`config.mk`:
```
export PLATFORM = sky130hd
export DESIGN_NAME = mst_pref_arb
export DESIGN_NICKNAME = d
export VERILOG_FILES = /design/src/rtl/mst_pref_arb.sv
export SDC_FILE = /design/constraint.sdc
export NUM_CORES = 1
export LEC_CHECK = 0
export CORE_ASPECT_RATIO = 1.5
export CORE_MARGIN = 2
export CORE_UTILIZATION = 24
export DETAILED_ROUTE_END_ITERATION = 10
export PLACE_DENSITY = 0.77
export RECOVER_POWER = 100
export SYNTH_ARGS = -nofsm -noshare
export SYNTH_HDL_FRONTEND = slang
export SYNTH_SLANG_ARGS = --single-unit
export TNS_END_PERCENT = 10
```
`constraint.sdc`:
```
create_clock -name clk -period 2.48 [get_ports clk]
set_input_delay 0.62 -clock clk [delete_from_list [all_inputs] [get_ports clk]]
set_output_delay 0.62 -clock clk [all_outputs]
set_load 0.05 [all_outputs]
```
`src/rtl/mst_pref_arb.sv`:
```
// Round-robin scheduler feeding four generator channels into the shared master pre-fetch FIFO.
// Grants one channel per burst of up to BURST words, gated by FIFO headroom, and tags each word.
module mst_pref_arb #(
   parameter int NCH     = 4,
   parameter int WIDTH   = 36,
   parameter int ADDRBIT = 2,
   parameter int BURST   = 4,
   parameter int THRESH  = 3
) (
   input  logic                       clk,
   input  logic                       rst_n,
   input  logic                       prefena,
   input  logic [NCH-1:0]             chena,
   input  logic [NCH-1:0]             chrdy,
   output logic [NCH-1:0]             gen_req,
   input  logic [NCH*(WIDTH-4)-1:0]   gen_dat,
   input  logic [ADDRBIT:0]           pref_len,
   output logic                       pref_wr,
   output logic [WIDTH-1:0]           pref_din,
   output logic                       arb_busy,
   output logic [1:0]                 arb_ch
);

   localparam int PW = WIDTH - 4;
   localparam int LW = ADDRBIT + 2;

   typedef enum logic {IDLE, XFER} state_t;

   state_t         state;
   logic [1:0]     rr_ptr;
   logic [1:0]     cur_ch;
   logic [3:0]     beat;
   logic           req_p1;
   logic [1:0]     ch_p1;

   logic [LW-1:0]  fill;
   logic           space;
   logic [NCH-1:0] elig;
   logic [1:0]     pick;
   logic           cur_ok;
   logic           req_vld;
   logic           last_beat;
   logic [PW-1:0]  slice;

   // First eligible channel strictly after ptr, wrapping; the nearest offset is evaluated last and wins.
   function automatic logic [1:0] rr_pick(input logic [1:0] ptr, input logic [NCH-1:0] el);
      logic [1:0] p;
      logic [1:0] idx;
      p = ptr;
      for (int i = NCH; i >= 1; i--) begin
         idx = ptr + 2'(i);
         if (el[idx]) p = idx;
      end
      return p;
   endfunction

   // Headroom counts the write already in flight so the FIFO never overfills.
   assign fill      = LW'(pref_len) + LW'(req_p1);
   assign space     = (fill < LW'(THRESH));
   assign elig      = (prefena && space) ? (chena & chrdy) : '0;
   assign pick      = rr_pick(rr_ptr, elig);
   assign cur_ok    = prefena & chena[cur_ch] & chrdy[cur_ch];
   assign req_vld   = (state == XFER) && cur_ok && space;
   assign last_beat = (beat == 4'(BURST - 1));
   assign gen_req   = req_vld ? (NCH'(1) << cur_ch) : '0;
   assign arb_busy  = (state == XFER);

   always_ff @(posedge clk or negedge rst_n) begin
      if (!rst_n) begin
         state  <= IDLE;
         rr_ptr <= 2'(NCH - 1);
         cur_ch <= 2'd0;
         arb_ch <= 2'd0;
         beat   <= 4'd0;
         req_p1 <= 1'b0;
         ch_p1  <= 2'd0;
      end else begin
         // p0 -> p1: request issued now, data returns next cycle
         req_p1 <= req_vld;
         ch_p1  <= cur_ch;
         case (state)
            IDLE: begin
               if (|elig) begin
                  cur_ch <= pick;
                  arb_ch <= pick;
                  beat   <= 4'd0;
                  state  <= XFER;
               end
            end
            XFER: begin
               if (req_vld) beat <= beat + 4'd1;
               // Space starvation only stalls; loss of enable/ready or a full burst ends the grant.
               if (!cur_ok || (req_vld && last_beat)) begin
                  state  <= IDLE;
                  rr_ptr <= cur_ch;
               end
            end
            default: state <= IDLE;
         endcase
      end
   end

   // p1: write the returned word with its channel tag
   always_comb begin
      slice = gen_dat[int'(ch_p1)*PW +: PW];
   end

   assign pref_wr  = req_p1;
   assign pref_din = {2'b11, ch_p1, slice};

endmodule

```
### Routing congestion map

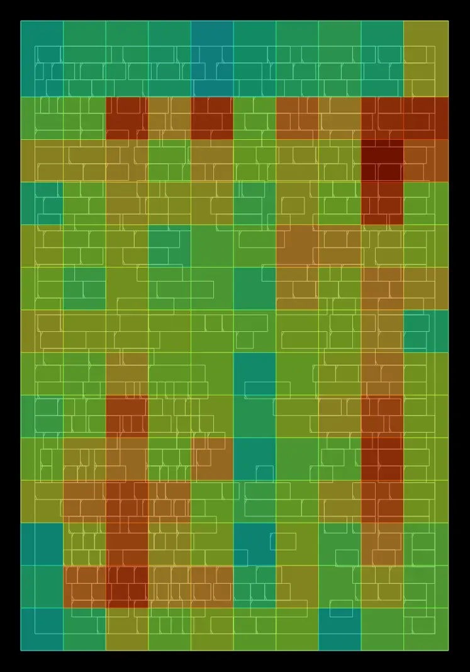
Total GRT Usage: 0.222
routed len/inst: 20.6 µm
GR Layer Usage met1: 0.261
grt met2 use: 0.399
GR Util met3: 0.0750

### Wiring by layer

Scale: 4 px per µm. Two of the layers only.
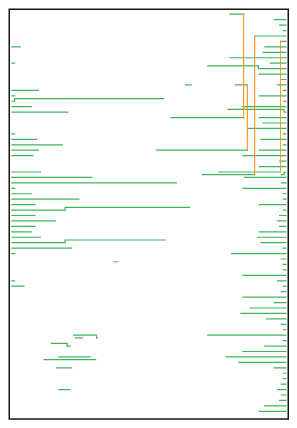
- M4: orange (wire length 110 µm)
- M3: green (wire length 828 µm)

==> impl_metrics.json <==
{
  "outcome": "finished, violations left",
  "violations": "setup timing",
  "taps": 74,
  "top_cell_area_share": 0.483,
  "routed.top_layer": "met4",
  "ys_chip_area_um2": 1540,
  "grt_pass1_vias": 2142,
  "fin_crit_ns": 2.62,
  "worstSkewPairLatency_ns": 0.24,
  "max_freq_mhz": 382,
  "synth.area.mux_share": 0.498,
  "setup_viol": 4,
  "synth.most_common_cell": "mux4_2",
  "place_hpwl_um": 7220,
  "p_per_area_nw_per_um2": 1080,
  "numSynthFlops": 12,
  "cts_sinks": 12,
  "comb_area_um2": 1270,
  "num-fill-cells": 467,
  "drc": 0,
  "crit_family": "simple AND/OR/NAND/NOR gates",
  "hp-class": "register to register",
  "power.group.top": "combinational cells",
  "final_cells": 406,
  "final_common_cell": "clkdlybuf4s50_1",
  "layout_setup_ws_ns": -0.139,
  "largest-register": "beat",
  "route.met3.wl_um": 827,
  "diodes": 0
}
### Sequential cells coloured by netlist name

Scale: 4 px per µm.
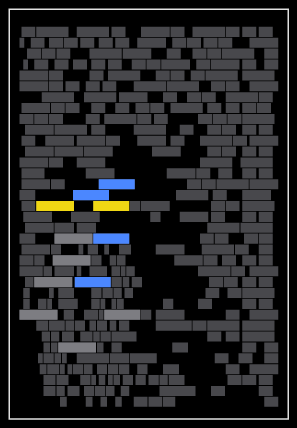
- ch_p1: yellow (flops 2)
- beat: blue (flops 4)
- not coloured: 6
Layout Utilization: 0.671
flop share of the area: 0.0743
Sequential Area: 308 µm²
Seq group: 0.000356 W

No activity file was given, so power comes from the tool's default toggle rates.
